[src/rtl/key_pkg.sv]
// rtl/key_pkg.sv - shared state encoding and timing defaults for key consumers
//
// Purpose: common definitions used by the key event decoder and its
// edge-detect front end.
//   KEY_IDLE/KEY_PRESS/KEY_HOLD : 2-bit state encodings
//   key_state_e                 : typed view of the same encodings
//   LONG_CNT_DEF                : default long-press threshold (0.5 s at 50 MHz)
//   REPEAT_CNT_DEF              : default auto-repeat period (100 ms at 50 MHz)
//   CNT_W_DEF                   : default hold counter width
package key_pkg;

  localparam logic [1:0] KEY_IDLE  = 2'd0;
  localparam logic [1:0] KEY_PRESS = 2'd1;
  localparam logic [1:0] KEY_HOLD  = 2'd2;

  typedef enum logic [1:0] {
    ST_IDLE  = KEY_IDLE,
    ST_PRESS = KEY_PRESS,
    ST_HOLD  = KEY_HOLD
  } key_state_e;

  localparam int unsigned LONG_CNT_DEF   = 25_000_000;
  localparam int unsigned REPEAT_CNT_DEF = 5_000_000;
  localparam int unsigned CNT_W_DEF      = 25;

endpackage

[src/rtl/key_edge_det.sv]
// rtl/key_edge_det.sv - two-stage key level register with falling-edge detect
//
// Purpose: registers the debounced active-low key level twice and flags the
// cycle in which a press (high-to-low transition) becomes visible.
// Ports:
//   clk_i    in   system clock, rising edge
//   rst_ni   in   asynchronous active-low reset
//   key_n_i  in   debounced key level, 0 = pressed
//   key_d_o  out  first register stage (key_d)
//   fall_o   out  key_q & ~key_d, qualified so a key held low through reset
//                 release is not reported as a press
module key_edge_det (
  input  logic clk_i,
  input  logic rst_ni,
  input  logic key_n_i,
  output logic key_d_o,
  output logic fall_o
);

  logic key_d_q;
  logic key_q_q;
  // valid_q rises only once key_q_q holds a real sample rather than its
  // reset value of 1; without it a key low at reset release looks like a fall.
  logic vld_d_q;
  logic vld_q_q;

  always_ff @(posedge clk_i or negedge rst_ni) begin
    if (!rst_ni) begin
      key_d_q <= 1'b1;
      key_q_q <= 1'b1;
      vld_d_q <= 1'b0;
      vld_q_q <= 1'b0;
    end else begin
      key_d_q <= key_n_i;
      key_q_q <= key_d_q;
      vld_d_q <= 1'b1;
      vld_q_q <= vld_d_q;
    end
  end

  assign key_d_o = key_d_q;
  assign fall_o  = vld_q_q & key_q_q & ~key_d_q;

endmodule

[src/rtl/key_event.sv]
// rtl/key_event.sv - decode debounced key level into press/release/short/long/repeat events
//
// Purpose: consumer end of the debounced key path. Produces single-cycle
// event pulses and a held level for downstream DDS step control.
// Ports:
//   clk            in   system clock, rising edge
//   rst_n          in   asynchronous active-low reset
//   enable         in   decode enable; low forces idle, suppresses events
//   key_n          in   debounced key level, 0 = pressed
//   press_pulse    out  one cycle on accepted press
//   release_pulse  out  one cycle on release of an accepted press
//   short_pulse    out  one cycle on release before the long threshold
//   long_pulse     out  one cycle when the hold reaches LONG_CNT cycles
//   repeat_pulse   out  one cycle every REPEAT_CNT cycles after long
//   held           out  high while an accepted press is in progress
module key_event
  import key_pkg::*;
#(
  parameter int unsigned LONG_CNT   = LONG_CNT_DEF,
  parameter int unsigned REPEAT_CNT = REPEAT_CNT_DEF,
  parameter int unsigned CNT_W      = CNT_W_DEF
) (
  input  logic clk,
  input  logic rst_n,
  input  logic enable,
  input  logic key_n,
  output logic press_pulse,
  output logic release_pulse,
  output logic short_pulse,
  output logic long_pulse,
  output logic repeat_pulse,
  output logic held
);

  localparam logic [CNT_W-1:0] LONG_LAST   = CNT_W'(LONG_CNT - 1);
  localparam logic [CNT_W-1:0] REPEAT_LAST = CNT_W'(REPEAT_CNT - 1);
  localparam logic [CNT_W-1:0] CNT_ONE     = CNT_W'(1);

  logic key_d;
  logic fall;

  key_edge_det u_edge (
    .clk_i   (clk),
    .rst_ni  (rst_n),
    .key_n_i (key_n),
    .key_d_o (key_d),
    .fall_o  (fall)
  );

  key_state_e       state_q, state_d;
  logic [CNT_W-1:0] cnt_q, cnt_d;

  logic press_q,   press_d;
  logic release_q, release_d;
  logic short_q,   short_d;
  logic long_q,    long_d;
  logic repeat_q,  repeat_d;
  logic held_q,    held_d;

  always_ff @(posedge clk or negedge rst_n) begin
    if (!rst_n) begin
      state_q   <= ST_IDLE;
      cnt_q     <= '0;
      press_q   <= 1'b0;
      release_q <= 1'b0;
      short_q   <= 1'b0;
      long_q    <= 1'b0;
      repeat_q  <= 1'b0;
      held_q    <= 1'b0;
    end else begin
      state_q   <= state_d;
      cnt_q     <= cnt_d;
      press_q   <= press_d;
      release_q <= release_d;
      short_q   <= short_d;
      long_q    <= long_d;
      repeat_q  <= repeat_d;
      held_q    <= held_d;
    end
  end

  always_comb begin
    state_d   = state_q;
    cnt_d     = cnt_q;
    press_d   = 1'b0;
    release_d = 1'b0;
    short_d   = 1'b0;
    long_d    = 1'b0;
    repeat_d  = 1'b0;

    if (!enable) begin
      // Aborted presses end silently: no release for a press cut short here.
      state_d = ST_IDLE;
      cnt_d   = '0;
    end else begin
      unique case (state_q)
        ST_IDLE: begin
          if (fall) begin
            state_d = ST_PRESS;
            cnt_d   = '0;
            press_d = 1'b1;
          end
        end
        ST_PRESS: begin
          // Release is checked first so a release landing on the long
          // threshold still counts as a short press.
          if (key_d) begin
            state_d   = ST_IDLE;
            cnt_d     = '0;
            short_d   = 1'b1;
            release_d = 1'b1;
          end else if (cnt_q == LONG_LAST) begin
            state_d = ST_HOLD;
            cnt_d   = '0;
            long_d  = 1'b1;
          end else begin
            cnt_d = cnt_q + CNT_ONE;
          end
        end
        ST_HOLD: begin
          if (key_d) begin
            state_d   = ST_IDLE;
            cnt_d     = '0;
            release_d = 1'b1;
          end else if (cnt_q == REPEAT_LAST) begin
            cnt_d    = '0;
            repeat_d = 1'b1;
          end else begin
            cnt_d = cnt_q + CNT_ONE;
          end
        end
        default: begin
          state_d = ST_IDLE;
          cnt_d   = '0;
        end
      endcase
    end

    // held is registered from the next state so it rises with press_pulse
    // and falls with release_pulse.
    held_d = (state_d != ST_IDLE);
  end

  assign press_pulse   = press_q;
  assign release_pulse = release_q;
  assign short_pulse   = short_q;
  assign long_pulse    = long_q;
  assign repeat_pulse  = repeat_q;
  assign held          = held_q;

endmodule
[config.mk]
export PLATFORM = sky130hd
export DESIGN_NAME = key_event
export DESIGN_NICKNAME = d
export VERILOG_FILES = /design/src/rtl/key_pkg.sv /design/src/rtl/key_edge_det.sv /design/src/rtl/key_event.sv
export SDC_FILE = /design/constraint.sdc
export NUM_CORES = 1
export LEC_CHECK = 0
export ABC_AREA = 0
export CORE_AREA = 2 2 64 66
export CTS_CLUSTER_DIAMETER = 80
export DETAILED_ROUTE_END_ITERATION = 10
export DIE_AREA = 0 0 66 68
export GPL_TIMING_DRIVEN = 0
export HOLD_SLACK_MARGIN = 0.02
export PLACE_DENSITY_LB_ADDON = 0.15
export SLEW_MARGIN = 40
export SYNTH_ARGS = -nofsm -noshare
export SYNTH_HDL_FRONTEND = slang
export SYNTH_SLANG_ARGS = --single-unit
export TNS_END_PERCENT = 20
[constraint.sdc]
create_clock -name clk -period 2.33 [get_ports clk]
set_input_delay 0.466 -clock clk [delete_from_list [all_inputs] [get_ports clk]]
set_output_delay 0.466 -clock clk [all_outputs]
set_load 0.05 [all_outputs]
Run 1, metal 2:
(6 px per um)
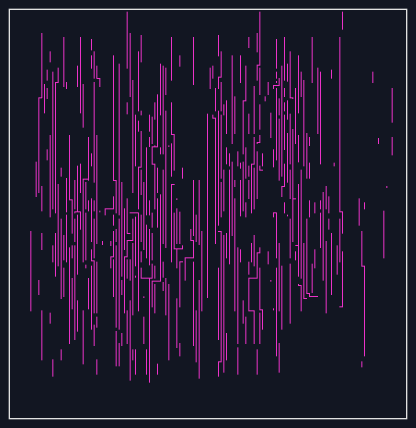
189 nets have wire on it. The wires run mostly vertical. The longest straight run is 30.6 um. The layer holds 52% of the routed length.

Run 1, where the registers sit:
(6 px per um)
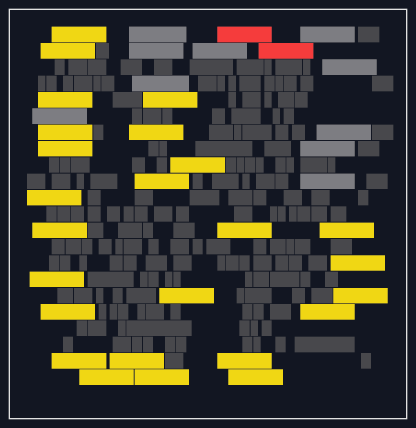
Red marks state_q, placed flops 2. Yellow marks cnt_q, placed flops 25, where spread over the die.
Another 10 sequential cells are not colored.

Run 1, power grid:
(6 px per um) Pins as bars on the die edge.
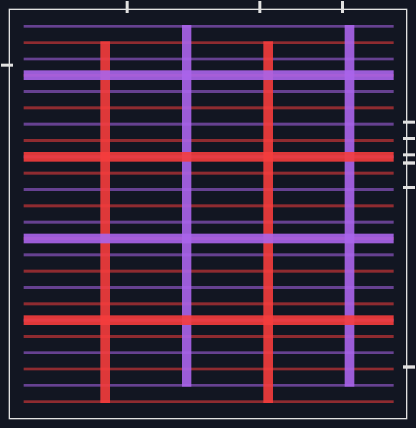
Red marks VSS. Purple marks VDD.
10 signal pins sit on the boundary. 24 met1 rails follow the rows. 4 straps on met5. The core has 23 rows. 4 straps on met4.

==> results.py, run 1 <==
# Generated from Yosys and OpenROAD reports
metrics = {
    "status": {
        "status": "completed",
    },
    "die": {
        "ios": 10,
        "fp-utilization_pct": 51.82,
        "dieArea_um2": 4488,
        "die_y_um": 68,
    },
    "logic_synthesis": {
        "synthArstFlopShare_pct": 100.0,
        "synth-edff-count": 0,
        "top_cells_by_area": "dfrtp_1 (44%), xor2_1 (5.3%), a21oi_1 (5.0%)",
        "netlist_area_um2": 1998,
        "syn_area_per_cell_um2": 10.04,
        "ys.flops": 37,
        "xor_share_pct": 7.013,
        "compound_area_share_pct": 15.03,
        "mux_area_share_pct": 0,
        "yosys.area.top_type": "dfrtp_1",
        "yosys-stat-cells": 199,
    },
    "setup_path": {
        "crit_path_end_kind": "register",
        "startpoint_type": "register",
        "worstRegToRegCells": 7,
        "r2r-start": "cnt_q[0]",
        "arrival_ps": 2420,
        "r2r-end": "cnt_q[20]",
        "crit_buf_inv": 1,
    },
    "power_and_ir_drop": {
        "p_leak_nw": 0.9586,
        "p_sw_share_pct": 21.63,
        "p_per_area_nw_per_um2": 569.3,
        "vdd_drop_max_v": 0.0003297,
        "internal_power_mw": 1.020,
        "power_frac_comb_pct": 5.7,
        "power.switching_uw": 281.7,
    },
    "placement": {
        "hpwl_mm": 3.109,
        "place_congestion": 0.9459,
    },
    "clock_tree": {
        "clock_path_buffers": 2,
        "clock_latency_ps": 290,
        "cts.sinks": 37,
        "ctsHoldBuffers": 0,
    },
    "finish": {
        "final-seq-area_um2": 928.4,
        "final-comb-area_um2": 1010,
        "n_antenna_cell": 0,
        "area_growth_pct": 14.46,
        "fillers": 354,
        "lay_top_count": "dfrtp_1",
        "layout_top_cells": "dfrtp_1 (35), nand2_1 (20), a21oi_1 (20)",
        "reg_top3": "cnt_q (25), state_q (2)",
        "nets": 224,
    },
    "global_routing": {
        "grt-busiest-layer": "met2",
        "use_met3_pct": 6.414,
        "antenna_found_initial": 0,
        "grt_start_max_net_pins": 21,
        "grt_pass1_wl_mm": 7.251,
        "grtUsageTotal_pct": 21.60,
        "use_met1_pct": 25.84,
    },
    "drt": {
        "wl_per_cell_um": 15.98,
        "first_pass_iters": 4,
        "finalWirelength_mm": 4.251,
        "viasPerCell": 5.786,
    },
    "timing": {
        "hold_violations": 0,
        "fin_setup_tns_ps": 0,
        "tightest_slew_ps": 497.5,
        "final-setup-viol-count": 0,
    },
    "flow_run": {
        "drv_cap": 0,
        "tool_warnings": 29,
    },
}
[run 1: synth_stat cells (5+ instances only)]
cell type	instances
dfrtp_1	35
a21oi_1	20
nand2_1	20
xor2_1	12
nand3_1	9
nand4_1	8
inv_1	6
nor2_1	6
ha_1	5
nor3_1	5
[run 1: area by class of cell]
cell class	count	area share (%)
inverters	6	0.9847
plain buffers	8	1.805
clock buffers	6	3.611
repair buffers	9	4.486
well taps	50	2.735
clock inverters	2	1.641
multi-input cells	148	44.15
flip-flops and latches	37	40.59
[run 1: power groups by stage]
| stage | Sequential (mW) | Clock [mW] | Combinational (mW) |
|---|---|---|---|
| global route | 0.656 | 0.623 | 0.0824 |
| CTS | 0.656 | 0.589 | 0.0744 |
| detailed placement | 0.668 | 0 | 0.0742 |
| finish | 0.656 | 0.573 | 0.0737 |
| floorplan | 0.674 | 0 | 0.0327 |
| global placement | 0.668 | 0 | 0.0681 |
[run 1: kinds of logic after synthesis]
| group | Yosys count |
|---|---|
| AND/OR/NAND/NOR | 82 |
| AND-OR/OR-AND | 44 |
| flip-flops | 37 |
| XOR/XNOR | 16 |
| buffers and inverters | 14 |
| adder cells (fa/ha/maj) | 5 |
| other | 1 |
[run 1: per-layer routing]
| layer | part of all wire, % | wire length (um) |
|---|---|---|
| met1 | 43 | 1825 |
| met3 | 4.1 | 176 |
| met5 | 0 | 0 |
| met4 | 1.0 | 43 |
| met2 | 52 | 2205 |
[run 1: repair_timing]
action / in CTS / in global routing
gates resized: 0 / 1
buffers inserted: 0 / 0
endpoints found under the hold margin: 0 / 0
setup endpoints to repair: 0 / 5
[run 1: how the worst max path moves through the flow]
| stage | cells past startpoint | to | start |
|---|---|---|---|
| floorplan | 6 | cnt_q[2] | cnt_q[0] |
| global placement | 1 | cnt_q[19] | rst_n |
| detailed placement | 7 | cnt_q[10] | cnt_q[0] |
| CTS | 7 | cnt_q[20] | cnt_q[0] |
| global route | 6 | cnt_q[24] | cnt_q[0] |
| finish | 7 | cnt_q[20] | cnt_q[0] |
[run 1: stage by stage]
| step | utilization [%] | area [um^2] | instances | hold slack (ps) |
|---|---|---|---|---|
| 2_1_floorplan | - | 1998 | 199 | 170.4 |
| 3_3_place_gp | 55.52 | 2141 | 257 | 338.7 |
| 3_5_place_dp | 56.10 | 2163 | 258 | 360.9 |
| 4_1_cts | 59.21 | 2283 | 266 | 130.4 |
| 5_1_grt | 59.31 | 2287 | 266 | 149.8 |
| 6_report | 59.31 | 2287 | 266 | 118.5 |
Run 1, cell density map:
(6 px per um) 7 x 7 tiles, from black (low) to pale yellow (high), 0 to 100% covered.
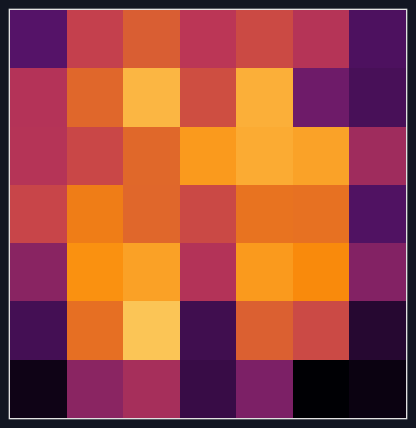

## Run 2: what changed since run 1
SLEW_MARGIN = default   (was 40)
Run 2, cell density map:
(6 px per um) 7 x 7 tiles, from black (low) to pale yellow (high), 0 to 100% covered.
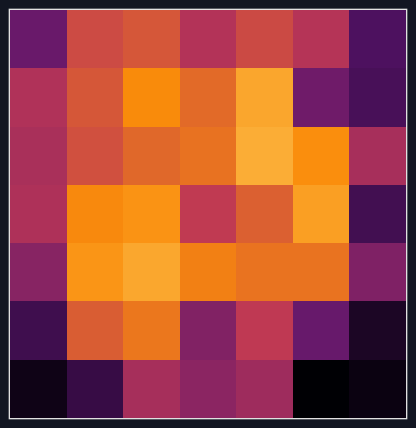
The emptiest ninth of the die: south-east. 14% of the tiles are over 75% full. The fullest tile reaches 82%. The mean over all tiles is 49%. 2.0% of the tiles are nearly empty.

Run 2, metal 2:
(6 px per um)
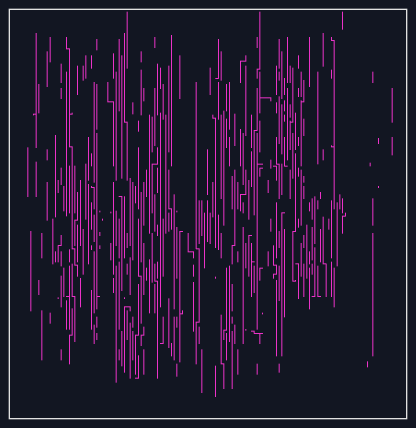
The longest straight run is 32.6 um. 188 nets have wire on it. The wires run mostly vertical. The layer carries 2,170 um of wire. The layer holds 51% of the routed length.

Run 2, power grid:
(6 px per um) Pins as bars on the die edge.
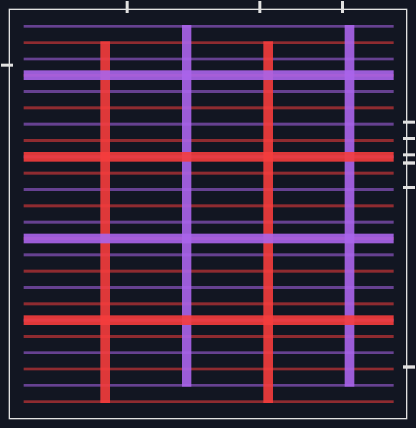
Purple marks VDD. Red marks VSS.
10 signal pins sit on the boundary. 24 met1 rails follow the rows. 4 straps on met5. 4 straps on met4. The core has 23 rows.

==> run 2 against run 1 <==
Register-to-register slack gained 50 ps. First-iteration DRC count shrank 18%. Non-clock buffer count down 1. Final cell count decreased by 0.75%. Setup slack gained 51 ps.
==> results.py, run 2 <==
# Generated from Yosys and OpenROAD reports
metrics = {
    "finish": {
        "area_growth_pct": 12.46,
        "layout_top_cells": "dfrtp_1 (35), nand2_1 (20), a21oi_1 (20)",
        "nets": 223,
        "n_antenna_cell": 0,
        "lay_top_count": "dfrtp_1",
        "reg_top3": "cnt_q (25), state_q (2)",
        "final_area_um2": 2247,
    },
    "drt": {
        "viasPerCell": 5.795,
        "wl_per_cell_um": 16.05,
        "first_pass_iters": 4,
    },
    "status": {
        "status": "completed",
    },
    "die": {
        "dieArea_um2": 4488,
        "ios": 10,
        "die_y_um": 68,
        "fp-utilization_pct": 51.82,
    },
    "flow_run": {
        "tool_warnings": 29,
    },
    "placement": {
        "hpwl_mm": 3.014,
        "dp_slack_ps": 145.6,
        "dp.cells": 257,
        "placed_cell_area_um2": 2136,
    },
    "logic_synthesis": {
        "yosysMostFrequentCell": "dfrtp_1",
        "netlist_area_um2": 1998,
        "synthArstFlopShare_pct": 100.0,
        "synth-edff-count": 0,
        "ys.flops": 37,
        "yosys-stat-cells": 199,
        "yosys-top-cells-count": "dfrtp_1 (35), a21oi_1 (20), nand2_1 (20)",
        "synth_cell_types": 47,
        "syn_area_per_cell_um2": 10.04,
        "top_cells_by_area": "dfrtp_1 (44%), xor2_1 (5.3%), a21oi_1 (5.0%)",
        "yosys_warnings": 0,
    },
    "timing": {
        "fin_setup_tns_ps": 0,
        "clock-skew-final_ps": 9.412,
        "final-setup-viol-count": 0,
        "tightest_slew_ps": 800.0,
        "slew_violations": 0,
        "hold_violations": 0,
    },
    "power_and_ir_drop": {
        "p_per_area_nw_per_um2": 560.3,
        "vdd_drop_max_v": 0.0003243,
        "p_leak_nw": 0.9393,
    },
    "clock_tree": {
        "ctsHtreeMaxLevel": 2,
        "cts.sinks": 37,
        "ctsHoldBuffers": 0,
        "cts_setup_buffers": 0,
        "clk_pin_slew_ps": 80,
        "clock_latency_ps": 290,
        "cts_tree": "done",
    },
    "setup_path": {
        "startpoint_type": "register",
        "arrival_ps": 2360,
        "crit_path_end_kind": "register",
    },
    "global_routing": {
        "grt_start_max_net_pins": 38,
        "grt_pass1_wl_mm": 7.500,
        "antenna_found_initial": 0,
        "grtUsageTotal_pct": 22.38,
    },
}
## run 2: netlist changes by cell type in the layout (fill, tap and decap cells not counted)
cell / before / now
ha_2: 0 / 1
buf_16: 1 / 0
ha_1: 5 / 4
clkinvlp_4: 1 / 0
clkbuf_8: 6 / 5
a2111oi_0: 1 / 0
clkinv_2: 0 / 1
a2111oi_1: 0 / 1
## run 2: path summary, 6_finish.rpt
| path | slack, ps | from | depth (start not counted) | to |
|---|---|---|---|---|
| max in group asynchronous | 1560 | rst_n | 1 | cnt_q[19] |
| worst max-delay path | 170 | state_q[0] | 6 | cnt_q[24] |
| worst min-delay path | 260 | rst_n | 1 | short_pulse |
| min in group clk | 380 | u_edge.vld_d_q | 0 | u_edge.vld_q_q |
| worst min register to register | 380 | u_edge.vld_d_q | 0 | u_edge.vld_q_q |
| worst max register to register | 170 | state_q[0] | 6 | cnt_q[24] |
## run 2: final cells by class
type / count / area [um^2]
timing repair buffer: 8 / 75.07
multi-input combinational: 148 / 1013
clock buffer: 5 / 68.82
fill: 350 / 1609
clock inverter: 2 / 35.03
buffer: 8 / 41.29
tap: 50 / 62.56
inverter: 6 / 22.52
sequential: 37 / 928.4
## run 2: metal layers
layer  global-route usage (%)  up-vias  wire, um
li1                         -      752         -
met1                    27.94      745      1842
met2                    37.37       25      2166
met3                    6.086        8       153
met4                    8.418        0        76
met5                        0        -         0
## run 2: critical path, stage by stage, from the launching register on
cell,delay (ps)
dfrtp_1,410
inv_1,90
ha_1,310
a311oi_4,480
nand4_2,230
or3_1,380
a22oi_1,160
## run 2: timing repair
item	in CTS	in global routing
gates resized	0	3
hold endpoints to repair	0	0
setup endpoints to repair	0	11
## run 2: where the power goes
group | internal (mW) | switching (mW) | total (mW)
clock network | 0.311 | 0.225 | 0.536
registers | 0.650 | 0.00569 | 0.656
logic | 0.0180 | 0.0498 | 0.0677
total | 0.979 | 0.280 | 1.26
## run 2: per-stage QoR
stage               util [%]  hold WS (ps)
floorplan                  -         170.4
detailed placement     55.39         362.2
global placement       55.52         338.7
finish                 58.27         262.0
global route           58.27         323.4
CTS                    58.08         287.8
## run 2: logic make-up after synthesis
logic type                 Yosys count  share of synthesized area, %
and+or+nand+nor                     82                         24.98
AOI/OAI and AO/OA                   44                         15.03
DFF                                 37                         46.46
xor gates and xnor gates            16                         7.013
buffers and inverters               14                         3.193
adders and majority gates            5                         3.131
other                                1                        0.1877
Run 2, where the registers sit:
(6 px per um)
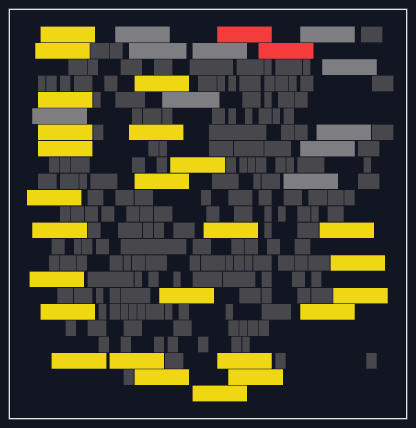

## Run 3: what changed since run 2
CTS_BUF_LIST = sky130_fd_sc_hd__clkbuf_4   (was default)
Run 3, where the registers sit:
(6 px per um)
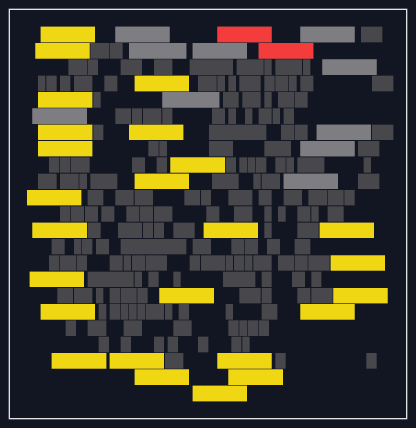
Yellow marks cnt_q, placed flops 25, where spread over the die. Red marks state_q, placed flops 2.
Another 10 sequential cells are not colored.

Run 3, power grid:
(6 px per um) Pins as bars on the die edge.
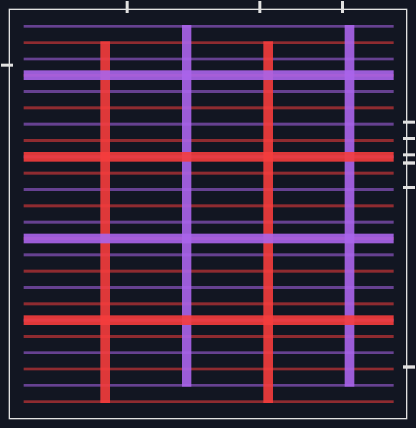
die span in x: 66 um
Die Ht: 68 um
maximum vdd drop: 0.0003109 V
core area: 3856 um^2

==> run 3 against run 2 <==
Wire length fell by 1.1%. Sequential share of layout area rose by 0.58 points. Clock power fell by about 20%. Non-clock buffer count did not move. First-iteration DRC count rose by 3.9%. Critical endpoint unchanged. Largest power group unchanged. Highest routed layer unchanged.
==> results.py, run 3 <==
# Generated from Yosys and OpenROAD reports
metrics = {
    "logic_synthesis": {
        "top_cells_by_area": "dfrtp_1 (44%), xor2_1 (5.3%), a21oi_1 (5.0%)",
        "top_cell_area_share_pct": 43.83,
        "synthArstFlopShare_pct": 100.0,
        "yosysMostFrequentCell": "dfrtp_1",
        "xor_share_pct": 7.013,
        "yosys-top-cells-count": "dfrtp_1 (35), a21oi_1 (20), nand2_1 (20)",
        "synthTopLogicFamily": "simple AND/OR/NAND/NOR gates",
        "ys.flops": 37,
        "yosys-stat-cells": 199,
        "netlist_area_um2": 1998,
        "ys_sh_adder_pct": 3.131,
        "syn-num-nets": 208,
        "ys_sh_simple_pct": 24.98,
        "yosys_warnings": 0,
        "mux_area_share_pct": 0,
        "compound_area_share_pct": 15.03,
        "syn_area_per_cell_um2": 10.04,
        "yosys_area_um2": 1998,
        "yosys.area.top_type": "dfrtp_1",
        "synth-edff-count": 0,
        "synth_cell_types": 47,
    },
    "setup_path": {
        "r2r-end": "cnt_q[24]",
        "required_ps": 2590,
        "crit_type": "reg2reg",
        "cpPeakStageDelay_ps": 470,
        "reg2reg_slack_ps": 170,
        "worstRegToRegCells": 6,
        "path_cells": "inv_1 > ha_1 > a311oi_4 > nand4_2 > or3_1 > a22oi_1",
        "crit_path_end_kind": "register",
        "r2r-start": "state_q[0]",
        "arrival_ps": 2420,
        "startpoint_type": "register",
        "cpMaxStageDelayCell": "a311oi_4",
    },
    "clock_tree": {
        "ctsHtreeMaxLevel": 2,
        "cts.sinks": 37,
        "clock_path_buffers": 2,
        "ctsHoldBuffers": 0,
        "clk_pin_slew_ps": 120,
        "clock-root-buffer": "clkbuf_4",
        "cts_tree": "done",
        "clock_latency_ps": 350,
    },
    "placement": {
        "dp.cells": 257,
        "hpwl_mm": 3.014,
        "dp_slack_ps": 145.6,
        "place_congestion": 0.9459,
    },
    "drt": {
        "viasPerCell": 5.955,
        "first_pass_iters": 4,
        "finalWirelength_mm": 4.192,
        "wl_per_cell_um": 15.88,
        "dr.first_iter.drc_count": 106,
        "antenna_left": 0,
    },
    "global_routing": {
        "grt_start_max_net_pins": 38,
        "grt_pass1_wl_mm": 7.445,
        "antenna_found_initial": 0,
        "grtUsageTotal_pct": 21.88,
        "overflow": 0,
    },
    "timing": {
        "clock-skew-final_ps": 16.44,
        "final-setup-viol-count": 0,
        "hold_violations": 0,
        "fin_setup_tns_ps": 0,
        "tightest_slew_ps": 805.6,
        "slew_violations": 0,
        "max_freq_mhz": 461.9,
        "relSlewSlack_pct": 46.29,
        "finalClockPeriodUsage_pct": 92.91,
    },
    "power_and_ir_drop": {
        "p_leak_nw": 0.9264,
        "p_per_area_nw_per_um2": 521.3,
    },
    "die": {
        "fp-utilization_pct": 51.82,
        "dieArea_um2": 4488,
        "ios": 10,
        "fp-row-count": 23,
    },
    "finish": {
        "layout_top_cells": "dfrtp_1 (35), nand2_1 (20), a21oi_1 (20)",
        "lay_top_count": "dfrtp_1",
        "fin_util_pct": 57.46,
        "largest_register": "cnt_q",
        "area_growth_pct": 10.90,
        "nets": 223,
        "n_antenna_cell": 0,
        "reg_top3": "cnt_q (25), state_q (2)",
        "fin_cells": 264,
    },
    "flow_run": {
        "drv_cap": 0,
        "tool_warnings": 29,
    },
    "status": {
        "status": "completed",
    },
}
Run 3, metal 2:
(6 px per um)
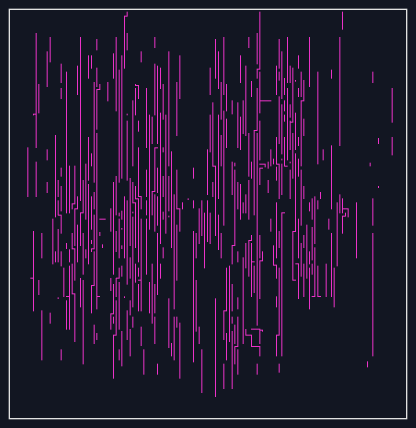
The wires run mostly vertical. The longest straight run is 32.0 um. The layer carries 2,090 um of wire. The layer holds 50% of the routed length.

## run 3: cell counts after synthesis
Identical to the previous run, type by type.
## run 3: what timing repair did
item / in CTS / in global routing
setup endpoints to repair: 0 / 12
setup buffers: 0 / 0
gates resized: 0 / 3
## run 3: power breakdown
group	internal (mW)	switching, mW
clock network	0.219	0.213
logic	0.0180	0.0501
registers	0.650	0.00563
## run 3: worst max-delay path: cells and delay by family, from the launching register on
kind,cells,cell delay [ps]
compound gates,2,630
simple gates,2,610
flops,1,420
fa+ha+maj,1,310
buf+inv,1,90
## run 3: worst max-delay path by stage
stage / startpoint / end / slack (ps) / cells past startpoint
floorplan: cnt_q[0] / cnt_q[2] / 370 / 6
global placement: rst_n / cnt_q[19] / 10 / 1
detailed placement: cnt_q[1] / cnt_q[24] / 150 / 6
CTS: cnt_q[0] / cnt_q[2] / 110 / 6
global route: state_q[0] / cnt_q[24] / 50 / 6
finish: state_q[0] / cnt_q[24] / 170 / 6
## run 3: cell families (layout without fill, tap and decap cells)
group                    after synthesis  count (layout)
adder cells (fa/ha/maj)                5               5
flip-flops                            37              37
XOR/XNOR                              16              16
AND/OR/NAND/NOR                       82              82
buffers and inverters                 14              29
AND-OR/OR-AND                         44              44
other                                  1               1
## run 3: per-layer routing
layer	vias to the layer above	share of wire (%)	track usage (%)
met4	0	1.5	7.398
met3	7	3.8	5.592
met1	776	45	28.15
li1	753	-	-
met2	36	50	36.24
met5	-	0	0
## run 3: layout make-up
type | instances | area (um^2)
clock inverters | 2 | 35.03
plain buffers | 8 | 41.29
fillers | 356 | 1640
well taps | 50 | 62.56
inverters | 6 | 22.52
flip-flops and latches | 37 | 928.4
multi-input cells | 148 | 1013
clock buffers | 5 | 37.54
repair buffers | 8 | 75.07
## run 3: through the flow
step,cell area [um^2],hold WS (ps)
after floorplan,1998,170.4
after global placement,2141,338.7
after detailed placement,2136,362.2
after CTS,2208,217.5
after global routing,2216,252.3
final,2216,192.4
Power figures rest on the tool's default switching activity, not on a simulated workload.
